## src/rtl/dmem_arbiter_if.sv

```systemverilog
// dmem_arbiter_if: bundle of the requester-side and memory-side signals of the
// data memory arbiter.
//   req, we, addr, wdata    per-requester access request, packed slice i per requester
//   gnt, rvalid, rdata      grant and read return to the requesters
//   address_rw, data_in,
//   memory_write_enable     single-port data memory command
//   data_out                data memory read data (one cycle after the address)
// Modports: slave = the arbiter, master = requesters plus memory (the environment).
interface dmem_arbiter_if #(
  parameter int unsigned N_REQ  = 4,
  parameter int unsigned ADDR_W = 5,
  parameter int unsigned DATA_W = 16
);
  logic [N_REQ-1:0]        req;
  logic [N_REQ-1:0]        we;
  logic [N_REQ*ADDR_W-1:0] addr;
  logic [N_REQ*DATA_W-1:0] wdata;
  logic [N_REQ-1:0]        gnt;
  logic [N_REQ-1:0]        rvalid;
  logic [DATA_W-1:0]       rdata;
  logic [ADDR_W-1:0]       address_rw;
  logic [DATA_W-1:0]       data_in;
  logic                    memory_write_enable;
  logic [DATA_W-1:0]       data_out;

  modport slave (
    input  req, we, addr, wdata, data_out,
    output gnt, rvalid, rdata, address_rw, data_in, memory_write_enable
  );

  modport master (
    output req, we, addr, wdata, data_out,
    input  gnt, rvalid, rdata, address_rw, data_in, memory_write_enable
  );
endinterface

```

## src/rtl/dmem_arbiter.sv

```systemverilog
// dmem_arbiter: round-robin arbiter sharing one single-port data memory between
// N_REQ requesters. One owner at a time; the owner keeps the memory for at most
// MAX_HOLD consecutive transfers while anybody else is waiting.
// Ports:
//   clk  system clock, all state on the rising edge
//   rst  synchronous active-high reset
//   bus  dmem_arbiter_if.slave: requester request/grant/read return and the
//        memory command/read data (see the interface header)
module dmem_arbiter #(
  parameter int unsigned N_REQ    = 4,
  parameter int unsigned ADDR_W   = 5,
  parameter int unsigned DATA_W   = 16,
  parameter int unsigned MAX_HOLD = 8
) (
  input logic           clk,
  input logic           rst,
  dmem_arbiter_if.slave bus
);

  localparam int unsigned IDX_W  = $clog2(N_REQ);
  localparam int unsigned HOLD_W = (MAX_HOLD > 1) ? $clog2(MAX_HOLD) : 1;
  localparam logic [HOLD_W-1:0] HoldLast = HOLD_W'(MAX_HOLD - 1);

  typedef logic [IDX_W-1:0] idx_t;
  typedef enum logic [0:0] {StIdle, StOwn} state_e;

  state_e             state_q;
  idx_t               owner_q;
  idx_t               rr_ptr_q;
  logic [HOLD_W-1:0]  hold_cnt_q;
  logic [N_REQ-1:0]   gnt_q;
  logic [N_REQ-1:0]   rvalid_q;
  logic [DATA_W-1:0]  rdata_q;

  function automatic idx_t next_idx(input idx_t i);
    return (i == idx_t'(N_REQ - 1)) ? '0 : i + idx_t'(1);
  endfunction

  function automatic logic [N_REQ-1:0] to_onehot(input idx_t i);
    logic [N_REQ-1:0] v;
    v    = '0;
    v[i] = 1'b1;
    return v;
  endfunction

  // Returns {found, index} of the first set bit of r searching start, start+1, ...
  function automatic logic [IDX_W:0] pick(input logic [N_REQ-1:0] r, input idx_t start);
    logic [IDX_W:0] res;
    idx_t           j;
    res = '0;
    j   = start;
    for (int k = 0; k < int'(N_REQ); k++) begin
      if (!res[IDX_W] && r[j]) res = {1'b1, j};
      j = next_idx(j);
    end
    return res;
  endfunction

  logic             xfer;
  logic [N_REQ-1:0] owner_oh;
  logic             others_req;
  logic [IDX_W:0]   pick_idle;
  logic [IDX_W:0]   pick_next;

  assign owner_oh   = to_onehot(owner_q);
  assign xfer       = (state_q == StOwn) && bus.req[owner_q];
  assign others_req = |(bus.req & ~owner_oh);
  assign pick_idle  = pick(bus.req, rr_ptr_q);
  // The current owner is excluded when handing over.
  assign pick_next  = pick(bus.req & ~owner_oh, next_idx(owner_q));

  always_ff @(posedge clk) begin
    if (rst) begin
      state_q    <= StIdle;
      owner_q    <= '0;
      rr_ptr_q   <= '0;
      hold_cnt_q <= '0;
      gnt_q      <= '0;
      rvalid_q   <= '0;
      rdata_q    <= '0;
    end else begin
      rvalid_q <= (xfer && !bus.we[owner_q]) ? owner_oh : '0;
      // Keep the last returned word so rdata holds while rvalid is low.
      if (rvalid_q != '0) rdata_q <= bus.data_out;

      unique case (state_q)
        StIdle: begin
          if (pick_idle[IDX_W]) begin
            state_q    <= StOwn;
            owner_q    <= pick_idle[IDX_W-1:0];
            gnt_q      <= to_onehot(pick_idle[IDX_W-1:0]);
            hold_cnt_q <= '0;
          end
        end
        StOwn: begin
          if (!bus.req[owner_q]) begin
            // Release (also covers release coinciding with the hold limit).
            rr_ptr_q   <= next_idx(owner_q);
            hold_cnt_q <= '0;
            if (pick_next[IDX_W]) begin
              owner_q <= pick_next[IDX_W-1:0];
              gnt_q   <= to_onehot(pick_next[IDX_W-1:0]);
            end else begin
              state_q <= StIdle;
              gnt_q   <= '0;
            end
          end else if (hold_cnt_q == HoldLast && others_req) begin
            // Forced rotation: others_req guarantees pick_next found someone.
            rr_ptr_q   <= next_idx(owner_q);
            hold_cnt_q <= '0;
            owner_q    <= pick_next[IDX_W-1:0];
            gnt_q      <= to_onehot(pick_next[IDX_W-1:0]);
          end else if (hold_cnt_q != HoldLast) begin
            hold_cnt_q <= hold_cnt_q + HOLD_W'(1);
          end
        end
        default: begin
          state_q <= StIdle;
          gnt_q   <= '0;
        end
      endcase
    end
  end

  always_comb begin
    bus.address_rw          = '0;
    bus.data_in             = '0;
    bus.memory_write_enable = 1'b0;
    if (xfer) begin
      bus.address_rw          = bus.addr[int'(owner_q) * ADDR_W +: ADDR_W];
      bus.data_in             = bus.wdata[int'(owner_q) * DATA_W +: DATA_W];
      bus.memory_write_enable = bus.we[owner_q];
    end
  end

  assign bus.gnt    = gnt_q;
  assign bus.rvalid = rvalid_q;
  // Memory read data is registered by the RAM, so it is presented in the cycle after the read.
  assign bus.rdata  = (rvalid_q != '0) ? bus.data_out : rdata_q;

endmodule
```

## src/flat_wrapper.sv

```systemverilog
// flat-port wrapper written by rule: the top's interface ports become plain ports
module dmem_arbiter_flat 
#(
  parameter int unsigned N_REQ    = 4,
  parameter int unsigned ADDR_W   = 5,
  parameter int unsigned DATA_W   = 16,
  parameter int unsigned MAX_HOLD = 8
)
  (clk, rst, bus_req, bus_we, bus_addr, bus_wdata, bus_data_out, bus_gnt, bus_rvalid, bus_rdata, bus_address_rw, bus_data_in, bus_memory_write_enable);
  dmem_arbiter_if #(.N_REQ(N_REQ), .ADDR_W(ADDR_W), .DATA_W(DATA_W)) bus_i ();
  input logic clk;
  input logic rst;
  input wire logic [$bits(bus_i.req)-1:0] bus_req;
  input wire logic [$bits(bus_i.we)-1:0] bus_we;
  input wire logic [$bits(bus_i.addr)-1:0] bus_addr;
  input wire logic [$bits(bus_i.wdata)-1:0] bus_wdata;
  input wire logic [$bits(bus_i.data_out)-1:0] bus_data_out;
  output wire logic [$bits(bus_i.gnt)-1:0] bus_gnt;
  output wire logic [$bits(bus_i.rvalid)-1:0] bus_rvalid;
  output wire logic [$bits(bus_i.rdata)-1:0] bus_rdata;
  output wire logic [$bits(bus_i.address_rw)-1:0] bus_address_rw;
  output wire logic [$bits(bus_i.data_in)-1:0] bus_data_in;
  output wire logic [$bits(bus_i.memory_write_enable)-1:0] bus_memory_write_enable;
  assign bus_i.req = bus_req;
  assign bus_i.we = bus_we;
  assign bus_i.addr = bus_addr;
  assign bus_i.wdata = bus_wdata;
  assign bus_i.data_out = bus_data_out;
  assign bus_gnt = bus_i.gnt;
  assign bus_rvalid = bus_i.rvalid;
  assign bus_rdata = bus_i.rdata;
  assign bus_address_rw = bus_i.address_rw;
  assign bus_data_in = bus_i.data_in;
  assign bus_memory_write_enable = bus_i.memory_write_enable;
  dmem_arbiter #(.N_REQ(N_REQ), .ADDR_W(ADDR_W), .DATA_W(DATA_W), .MAX_HOLD(MAX_HOLD)) u_core (.clk(clk), .rst(rst), .bus(bus_i));
endmodule
```

## config.mk

```make
export PLATFORM = sky130hd
export DESIGN_NAME = dmem_arbiter_flat
export DESIGN_NICKNAME = d
export VERILOG_FILES = /design/src/rtl/dmem_arbiter_if.sv /design/src/rtl/dmem_arbiter.sv /design/src/flat_wrapper.sv
export SDC_FILE = /design/constraint.sdc
export NUM_CORES = 1
export LEC_CHECK = 0
export CORE_MARGIN = 2
export CORE_UTILIZATION = 30
export DETAILED_ROUTE_END_ITERATION = 8
export HOLD_SLACK_MARGIN = 0.03
export PLACE_DENSITY = 0.73
export SYNTH_ARGS = -nofsm -noshare
export SYNTH_HDL_FRONTEND = slang
export SYNTH_SLANG_ARGS = --single-unit
```

## constraint.sdc

```tcl
create_clock -name clk -period 7.8 [get_ports clk]
set_clock_uncertainty 0.2 [all_clocks]
set_input_delay 2.34 -clock clk [delete_from_list [all_inputs] [get_ports clk]]
set_output_delay 2.34 -clock clk [all_outputs]
set_load 0.01 [all_outputs]
```

==> images/final_placement.png <==
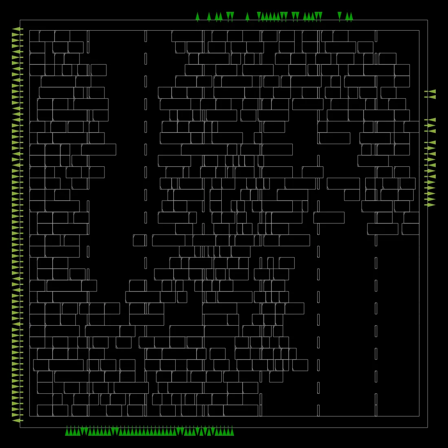
flop count: 32
tap cells: 108

==> images/pins.png <==
Pins as bars across the die edge, other pins in gray.
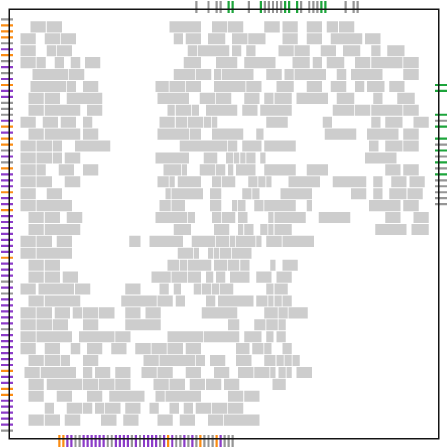
port	color	pins	direction	edge
bus_wdata	purple	64	input	42 left, 22 bottom
bus_addr	orange	20	input	15 left, 5 bottom
bus_data_out	green	16	input	8 top, 8 right

==> images/cell_classes.png <==
Fill, decap, tap and diode cells in gray.
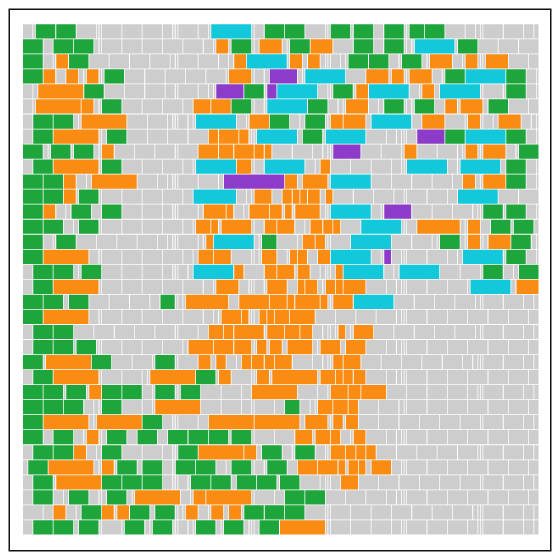
class	color	cells	share of their area
clock drivers and dummy loads	purple	8	2.5%
flip-flops	cyan	32	15%
all other logic	orange	202	45%
other buffers and delay cells	green	159	37%
Seq/total area: 0.147
row count: 34

==> impl_metrics.tcl <==
# collected from the flow reports
set metrics [dict create \
    outcome "finished, final reports clean" \
    synthTopCellsByCount "dfxtp_1, mux4_2, and3_1" \
    ir_drop_v 0.0000785 \
    cts_resized 0 \
    dp_hpwl_mm 6.43 \
    port-buffer-count 155 \
    xor_share 0 \
    drc 0 \
    buffers 159 \
    leakage_nw 1.64 \
    regToRegStartpoint "u_core.owner_q[0]" \
    gr-total-overflow 0 \
    setup_viol 0 \
    cts_buffers 5 \
    min_period_ns 7.09 \
    postCtsSetupRepairBufs 0 \
    comb_area_mm2 0.00188 \
    fin_hold_ws_ns 0.253 \
    crit_family "buffers and inverters" \
    max_cap_violations 0 \
    finalMaxSlewViolations 0 \
    clk_latency_ns 0.27 \
    cts.sinks 32 \
    grt_pass1_wl_mm 13.1 \
    fp_util 0.305 \
    gp_congestion 0.984 \
    mostFrequentLayoutCells "clkdlybuf4s50_1, dfxtp_1, mux4_2" \
    ioPinCount 156 \
    critPathKind "in2out" \
    synth_cell_types 50 \
]
==> images/clock_map.png <==
Scale bar: 20 µm.
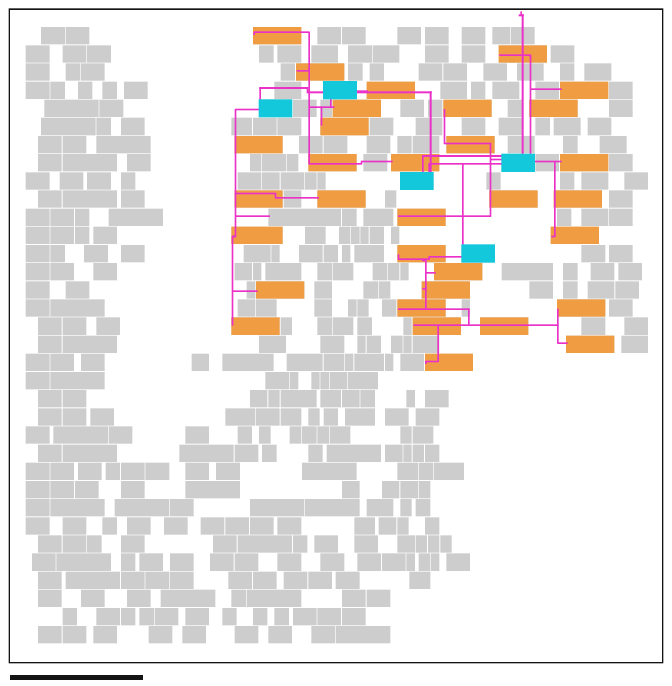
[flip-flops] orange | count: 32
[cells driving clock nets] cyan | count: 5
[clock wires] magenta | length: 389 µm
routed clock nets	6

==> images/metal_stack.png <==
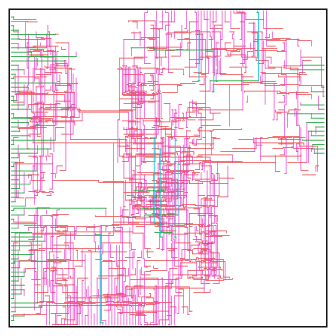
layer	color	wire length
met3	green	568 µm
met4	cyan	175 µm
met2	magenta	4210 µm
met1	red	3200 µm
DR vias: 2704
Routed WL: 8.15 mm

routing by layer:
layer	up-vias	part of all wire	wire [µm]
li1	1271	-	-
met1	1288	0.39	3200
met2	129	0.52	4210
met3	16	0.070	567
met4	0	0.021	174
met5	-	0	0
power breakdown:
group | leakage, nW | internal, mW | switching [mW]
clock network | 0.0552 | 0.0947 | 0.0572
logic | 1.33 | 0.329 | 0.261
registers | 0.260 | 0.187 | 0.0294
per-stage QoR:
stage	instance area [µm²]	setup slack, ns	std cells	util
6_report	4360	0.714	509	0.505
5_1_grt	4360	0.573	509	0.505
4_1_cts	4360	0.703	509	0.505
3_5_place_dp	4250	0.715	501	0.492
3_3_place_gp	4250	0.718	501	0.492
2_1_floorplan	2630	2.00	257	-
Power and IR drop assume default switching activity.
